===== config.mk =====
export PLATFORM = sky130hd
export DESIGN_NAME = pipe_skid_register
export DESIGN_NICKNAME = d
export VERILOG_FILES = /design/src/rtl/pipe_pkg.sv /design/src/rtl/pipe_skid_register.sv
export SDC_FILE = /design/constraint.sdc
export NUM_CORES = 1
export LEC_CHECK = 0
export ABC_AREA = 0
export CORE_MARGIN = 2
export CORE_UTILIZATION = 30
export CTS_BUF_LIST = sky130_fd_sc_hd__clkbuf_4
export CTS_CLUSTER_DIAMETER = 30
export DETAILED_ROUTE_END_ITERATION = 12
export GPL_TIMING_DRIVEN = 0
export SLEW_MARGIN = 10
export SYNTH_ARGS = -nofsm -noshare
export SYNTH_HDL_FRONTEND = slang
export SYNTH_SLANG_ARGS = --single-unit

===== constraint.sdc =====
create_clock -name CLK -period 2.2 [get_ports CLK]
set_input_delay 0.66 -clock CLK [delete_from_list [all_inputs] [get_ports CLK]]
set_output_delay 0.66 -clock CLK [all_outputs]
set_load 0.01 [all_outputs]

===== src/rtl/pipe_pkg.sv =====
// Shared types and constants for the two-entry valid/ready pipeline skid register.
package pipe_pkg;

  typedef enum logic [1:0] {
    EMPTY = 2'd0,
    ONE   = 2'd1,
    TWO   = 2'd2
  } pipe_state_t;

  // Fill bit replicated across the payload width to form the reset pattern.
  localparam logic PIPE_RESET_DATA = 1'b1;

  function automatic logic pipe_in_ready(input pipe_state_t state);
    return (state != TWO);
  endfunction

  function automatic logic pipe_out_valid(input pipe_state_t state);
    return (state != EMPTY);
  endfunction

endpackage


===== src/rtl/pipe_skid_register.sv =====
// Two-entry (main + skid) valid/ready pipeline register; IN_READY comes from state only.
// Optional stall counter on STALL_COUNT when PIPE_STALL_STATS_EN is defined.
module pipe_skid_register
  import pipe_pkg::*;
#(
  parameter int DATA_SIZE = 32,
  parameter int STAT_SIZE = 16
) (
  input  logic                 CLK,
  input  logic                 RST,
  input  logic                 FLUSH,
  input  logic                 IN_VALID,
  output logic                 IN_READY,
  input  logic [DATA_SIZE-1:0] IN_DATA,
  output logic                 OUT_VALID,
  input  logic                 OUT_READY,
  output logic [DATA_SIZE-1:0] OUT_DATA
`ifdef PIPE_STALL_STATS_EN
  ,
  output logic [STAT_SIZE-1:0] STALL_COUNT
`endif
);

  localparam logic [DATA_SIZE-1:0] LP_RESET_DATA = {DATA_SIZE{PIPE_RESET_DATA}};

  pipe_state_t          r_state;
  pipe_state_t          w_state_nxt;
  logic [DATA_SIZE-1:0] r_main;
  logic [DATA_SIZE-1:0] r_skid;
  logic                 r_in_ready;
  logic                 r_out_valid;
  logic                 w_accept;
  logic                 w_consume;
  logic                 w_main_load;
  logic                 w_main_from_skid;
  logic                 w_skid_load;

  assign w_accept  = IN_VALID & r_in_ready;
  assign w_consume = r_out_valid & OUT_READY;

  // Next-state and data-load decode; FLUSH overrides every transition.
  always_comb begin
    w_state_nxt      = r_state;
    w_main_load      = 1'b0;
    w_main_from_skid = 1'b0;
    w_skid_load      = 1'b0;
    if (FLUSH) begin
      w_state_nxt = EMPTY;
    end else begin
      case (r_state)
        EMPTY: begin
          if (w_accept) begin
            w_state_nxt = ONE;
            w_main_load = 1'b1;
          end else begin
            w_state_nxt = EMPTY;
          end
        end
        ONE: begin
          if (w_accept && w_consume) begin
            w_state_nxt = ONE;
            w_main_load = 1'b1;
          end else if (w_accept) begin
            w_state_nxt = TWO;
            w_skid_load = 1'b1;
          end else if (w_consume) begin
            w_state_nxt = EMPTY;
          end else begin
            w_state_nxt = ONE;
          end
        end
        TWO: begin
          if (w_consume) begin
            w_state_nxt      = ONE;
            w_main_load      = 1'b1;
            w_main_from_skid = 1'b1;
          end else begin
            w_state_nxt = TWO;
          end
        end
        default: begin
          w_state_nxt = EMPTY;
        end
      endcase
    end
  end

  // State register plus handshake flags registered from the next state.
  always_ff @(posedge CLK or posedge RST) begin
    if (RST) begin
      r_state     <= EMPTY;
      r_in_ready  <= 1'b1;
      r_out_valid <= 1'b0;
    end else begin
      r_state     <= w_state_nxt;
      r_in_ready  <= pipe_in_ready(w_state_nxt);
      r_out_valid <= pipe_out_valid(w_state_nxt);
    end
  end

  // Payload registers; a flush clears only validity, so contents are kept.
  always_ff @(posedge CLK or posedge RST) begin
    if (RST) begin
      r_main <= LP_RESET_DATA;
      r_skid <= LP_RESET_DATA;
    end else begin
      if (w_main_load) begin
        r_main <= w_main_from_skid ? r_skid : IN_DATA;
      end
      if (w_skid_load) begin
        r_skid <= IN_DATA;
      end
    end
  end

  assign IN_READY  = r_in_ready;
  assign OUT_VALID = r_out_valid;
  assign OUT_DATA  = r_main;

`ifdef PIPE_STALL_STATS_EN
  logic [STAT_SIZE-1:0] r_stall_count;

  // Saturating stall counter; only RST clears it.
  always_ff @(posedge CLK or posedge RST) begin
    if (RST) begin
      r_stall_count <= {STAT_SIZE{1'b0}};
    end else if (r_out_valid && !OUT_READY && (r_stall_count != {STAT_SIZE{1'b1}})) begin
      r_stall_count <= r_stall_count + {{(STAT_SIZE-1){1'b0}}, 1'b1};
    end
  end

  assign STALL_COUNT = r_stall_count;
`endif

endmodule


==> out/metrics.csv, run 1 <==
metric,value,unit
TritonCTS clock tree,built,
antenna-violating nets left,0,
tap cell instance count,133,
Critical Path Source,OUT_DATA[27]$_DFFE_PP1P_,
RSZ-0062 raised after global routing,no,
slew margin rel.,48.74,%
Filler Cells Inserted,981,
DR pass1 iterations,4,
seq pwr,2.19,mW
leading area contributor after synthesis,dfstp_2,
multi-input gates,144,
Post-synth seq share,58.38,%
worst hold path startpoint,OUT_DATA[17]$_DFFE_PP1P_,
area delta synth->final,36.38,%
Slew @ Worst Pin,767.3,ps
pwr dens,933.4,mW/mm²
Max Slew Vio Count,0,
Synth cell types,23,
Hold Path End,OUT_DATA[17]$_DFFE_PP1P_,
critical path's slowest cell,dfstp_2,
final worst slack,57.93,ps
buffer and inverter count on the worst path,1,
Clock Pin Slew Worst Setup and Hold Paths,110,ps
iteration-0 DRC count of the detailed router,44,
Metal-1 WL,2969,µm
worst hold path type,reg -> reg,
mux share,22.29,%
Top Family by Delay on Critical Path,flip-flops,
Comb. pwr,1.01,mW
CP Cell Sequence,clkdlybuf4s50_1,
largest net degree at the start of global routing,36,
flop count,68,
hold path cells,2,
Mapped Cells,228,
status,"finished, final reports clean",
post-synth net total,267,
vias in the first global route,2086,
IO Count,71,
Post-Synth Adder-Cell Area,0.8193,%
Yosys chip area,0.003054,mm²
Crit Reg-Reg Startpoint,IN_READY$_DFF_PP1_,
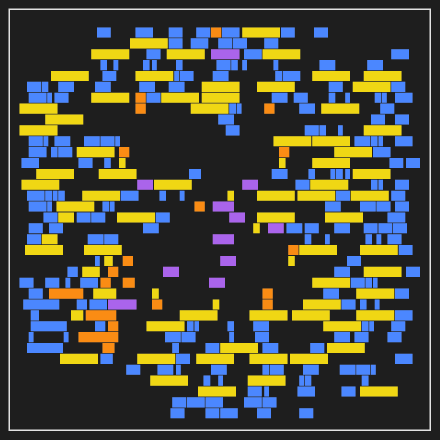
*Drive-strength map, run 1*
Drawn at 4 px/µm.
legend:
  drive 6 and up:
    colour: purple
    cells: 11
    share: 3.5%
    most_used: buf_6
  drive 2:
    colour: yellow
    cells: 78
    share: 25%
    most_used: dfstp_2
  drive 1 or less:
    colour: blue
    cells: 209
    share: 66%
    most_used: clkdlybuf4s50_1
  drive 3 to 4:
    colour: orange
    cells: 20
    share: 6.3%
    most_used: clkbuf_4

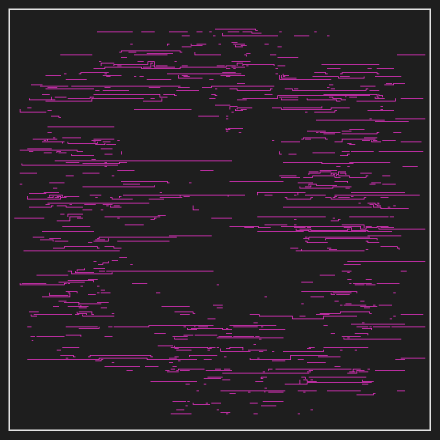
*Met1 routing, run 1*
Drawn at 4 px/µm.
wire length on this layer: 2970 µm
main direction: horizontal
nets with wire on the layer: 309
share of all routed wire: 46%
longest straight run: 44.2 µm

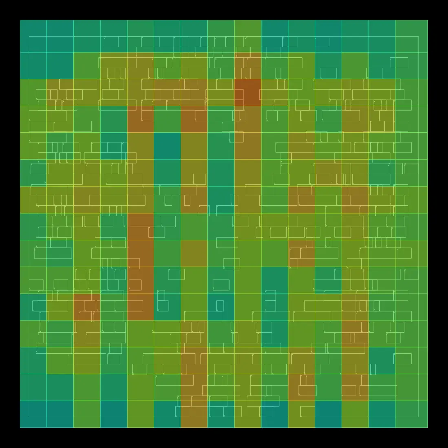
*Routing congestion, run 1*
met1 GRT Util: 16.37%
GRT Max-Usage Layer: met2
grt met2 use: 19.02%
global router's overall resource usage: 12.42%

### Placement by cell class, run 1

Drawn at 4 px/µm.
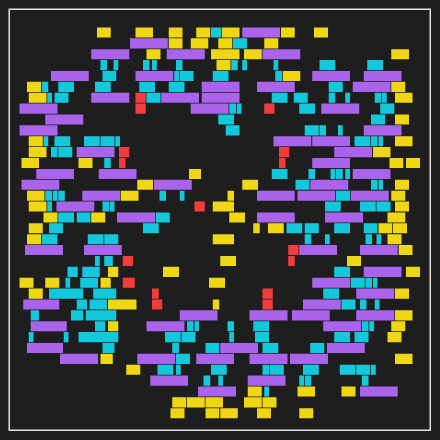

==> run 2: changes to the inputs <==
Settings changed: CORE_MARGIN 2 to default.
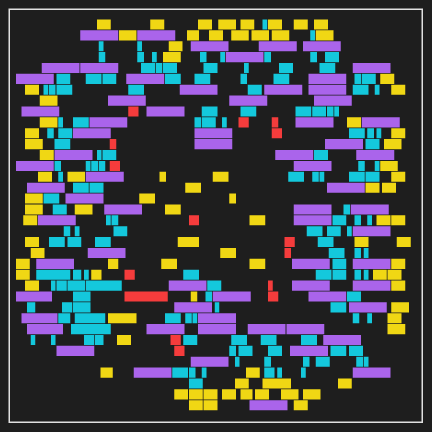
*Placement by cell class, run 2*
Drawn at 4 px/µm.
legend:
  other buffers and delay cells:
    colour: yellow
    cells: 86
    share_of_their_area: 23%
  clock drivers and dummy loads:
    colour: red
    cells: 15
    share_of_their_area: 3.1%
  all other logic:
    colour: cyan
    cells: 147
    share_of_their_area: 29%
  flip-flops:
    colour: purple
    cells: 68
    share_of_their_area: 45%

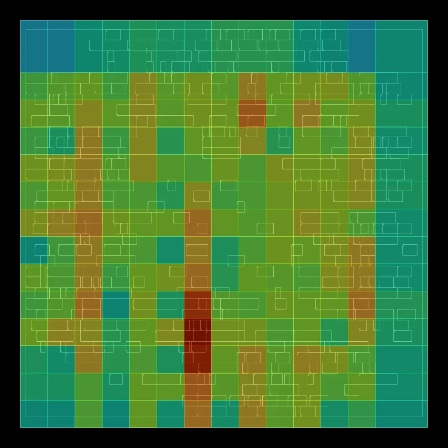
*Routing congestion, run 2*
grt met2 use: 21.03%
DR WL/cell: 13.92 µm
met1 GRT Util: 16.71%
Finished Core Util: 42.41%

==> run 2 against run 1 <==
Net effect:
- critical path depth is the same
- first-iteration DRC count fell by 41%
- fmax increased by 0.83%
- flip-flop count is the same
- die size decreased by 3.8%
- non-clock buffer count shrank 1
- clock skew increased by 1.5 ps
- sequential power hardly changed
- synthesized cell count unchanged
- count of clock-buffer cells in the layout is 2 lower
- final cell count decreased by 0.44%
- combinational power about the same
- critical path type unchanged
==> out/metrics.csv, run 2 <==
metric,value,unit,change
status,"finished, final reports clean",,
seq pwr,2.18,mW,about the same
Post-Synth Adder-Cell Area,0.8193,%,unchanged
hold path cells,2,,unchanged
Clock Pin Slew Worst Setup and Hold Paths,110,ps,about the same
iteration-0 DRC count of the detailed router,26,,-41%
TritonCTS clock tree,built,,
pwr dens,950.8,mW/mm²,+1.9%
RSZ-0062 raised after global routing,yes,,
Max Slew Vio Count,0,,unchanged
mux share,22.29,%,unchanged
IO Count,71,,unchanged
final worst slack,75.53,ps,+17.60 ps
Critical Path Source,OUT_DATA[28]$_DFFE_PP1P_,,
Slew @ Worst Pin,733.8,ps,-33.48 ps
vias in the first global route,2077,,-0.43%
antenna-violating nets left,0,,unchanged
tap cell instance count,133,,unchanged
critical path's slowest cell,dfstp_2,,
Top Family by Delay on Critical Path,flip-flops,,
buffer and inverter count on the worst path,1,,unchanged
post-synth net total,267,,unchanged
Mapped Cells,228,,unchanged
Metal-1 WL,2894,µm,-2.5%
Yosys chip area,0.003054,mm²,unchanged
Hold Path End,OUT_DATA[7]$_DFFE_PP1P_,,
flop count,68,,unchanged
DR pass1 iterations,3,,-1
Crit Reg-Reg Startpoint,IN_READY$_DFF_PP1_,,
Synth cell types,23,,unchanged
worst hold path startpoint,OUT_DATA[7]$_DFFE_PP1P_,,
multi-input gates,144,,unchanged
Post-synth seq share,58.38,%,unchanged
largest net degree at the start of global routing,37,,+2.8%
worst hold path type,reg -> reg,,
leading area contributor after synthesis,dfstp_2,,
area delta synth->final,36.34,%,about the same
global router's overall resource usage,13.29,%,+0.87 points
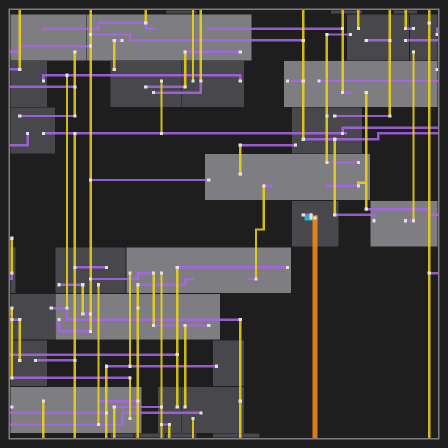
*Close-up of the layout, run 2*
Region (13, 65) to (38, 90) µm. Cells in grey, sequential cells in the stronger grey; small squares are vias.
legend:
  met1:
    colour: purple
  met2:
    colour: yellow
  met4:
    colour: orange
  met3:
    colour: cyan
most frequent: dfstp_2 (6), mux2i_1 (5), mux2_1 (5)
cells with their middle in the window: 20
sequential cells in the window: 6
netlist names of flops here include: `r_skid` (5), `OUT_DATA` (1)

### Met1 routing, run 2

Drawn at 4 px/µm.
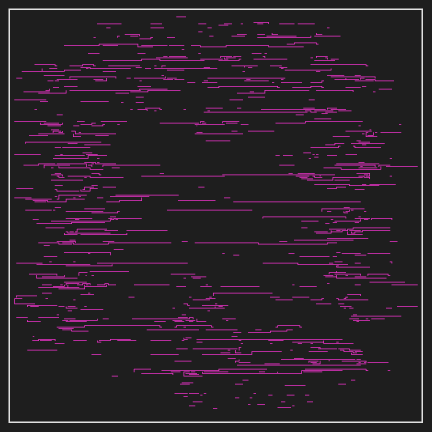

==> run 3: changes to the inputs <==
Settings changed: CORE_MARGIN from default to 10, DONT_BUFFER_PORTS from default to 1, HOLD_SLACK_MARGIN from default to 0.1.
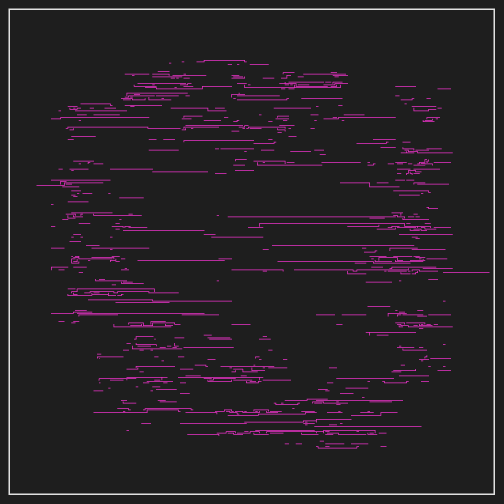
*Met1 routing, run 3*
Drawn at 4 px/µm.
main direction: horizontal
wire length on this layer: 2550 µm
nets with wire on the layer: 263
longest straight run: 41.9 µm

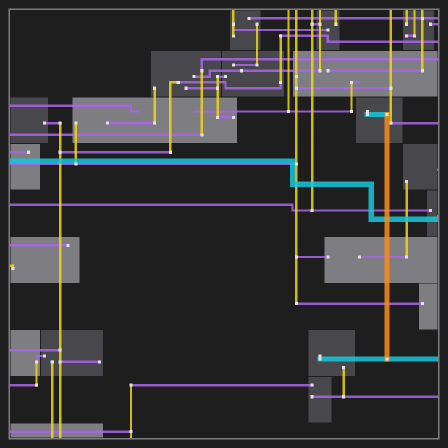
*Close-up of the layout, run 3*
Region (18, 78) to (43, 103) µm. Cells in grey, sequential cells in the stronger grey; small squares are vias.
legend:
  met4:
    colour: orange
  met3:
    colour: cyan
  met2:
    colour: yellow
  met1:
    colour: purple
netlist names of flops here include: `r_skid` (3)
most frequent: mux2i_1 (3), dfstp_2 (3)
cells with their middle in the window: 13
sequential cells in the window: 3

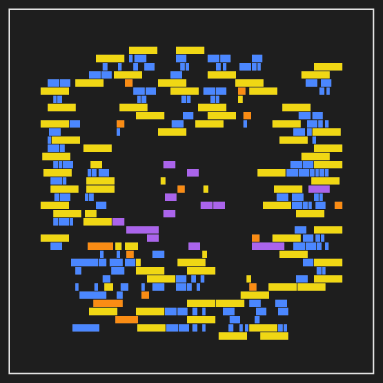
*Drive-strength map, run 3*
Drawn at 3 px/µm.
legend:
  drive 2:
    colour: yellow
    cells: 76
    share: 31%
    most_used: dfstp_2
  drive 6 and up:
    colour: purple
    cells: 12
    share: 4.9%
    most_used: buf_6
  drive 3 to 4:
    colour: orange
    cells: 13
    share: 5.3%
    most_used: clkbuf_4
  drive 1 or less:
    colour: blue
    cells: 144
    share: 59%

==> run 3 against run 2 <==
Net effect:
- sequential power grew 6%
- critical path type is now reg -> reg
- highest routed layer unchanged
- design area shrank 19%
- synthesized cell count is the same
- non-clock buffer count shrank 72
- first-iteration DRC count grew 73%
- critical path depth grew 5
- setup slack gained 130 ps
==> out/metrics.csv, run 3 <==
metric,value,unit,change
IO Count,71,,unchanged
"top cells, area","dfstp_2 (56%), mux2_1 (11%), mux2i_1 (10%), a21oi_1 (5.2%), nor2_1 (3.9%)",,
Top Family by Delay on Critical Path,flip-flops,,
Slew @ Worst Pin,679.0,ps,-54.83 ps
seq pwr,2.32,mW,+6%
Post-synth seq share,58.38,%,unchanged
Clock Pin Slew Worst Setup and Hold Paths,110,ps,about the same
final worst slack,210.4,ps,+134.9 ps
Mapped Cells,228,,unchanged
grt met2 use,15.48,%,-5.5 points
tap cell instance count,133,,unchanged
multi-input gates,144,,unchanged
RSZ-0062 raised after global routing,no,,
iteration-0 DRC count of the detailed router,45,,+73%
post-synth net total,267,,unchanged
pwr dens,1104,mW/mm²,+16%
CP endpoint,r_skid[11]$_DFFE_PP1P_,,
largest net degree at the start of global routing,39,,+5.4%
Worst Skew,8.311,ps,
status,"finished, final reports clean",,
vias in the first global route,1889,,-9.1%
slew margin rel.,54.64,%,
DR WL/cell,17.84,µm,+28%
Crit Reg-Reg Startpoint,IN_READY$_DFF_PP1_,,
mux share,22.29,%,unchanged
Finished Core Util,34.40,%,-8.0 points
area delta synth->final,11.10,%,
DR pass1 iterations,4,,+1
worst hold path type,in -> async,,
global router's overall resource usage,9.595,%,-3.7 points
nets@finish,279,,
leading area contributor after synthesis,dfstp_2,,
buffer and inverter count on the worst path,2,,+1
antenna-violating nets left,0,,unchanged
Post-Synth Adder-Cell Area,0.8193,%,unchanged
critical path's slowest cell,dfstp_2,,
Synth cell types,23,,unchanged
Power and IR drop assume default switching activity.
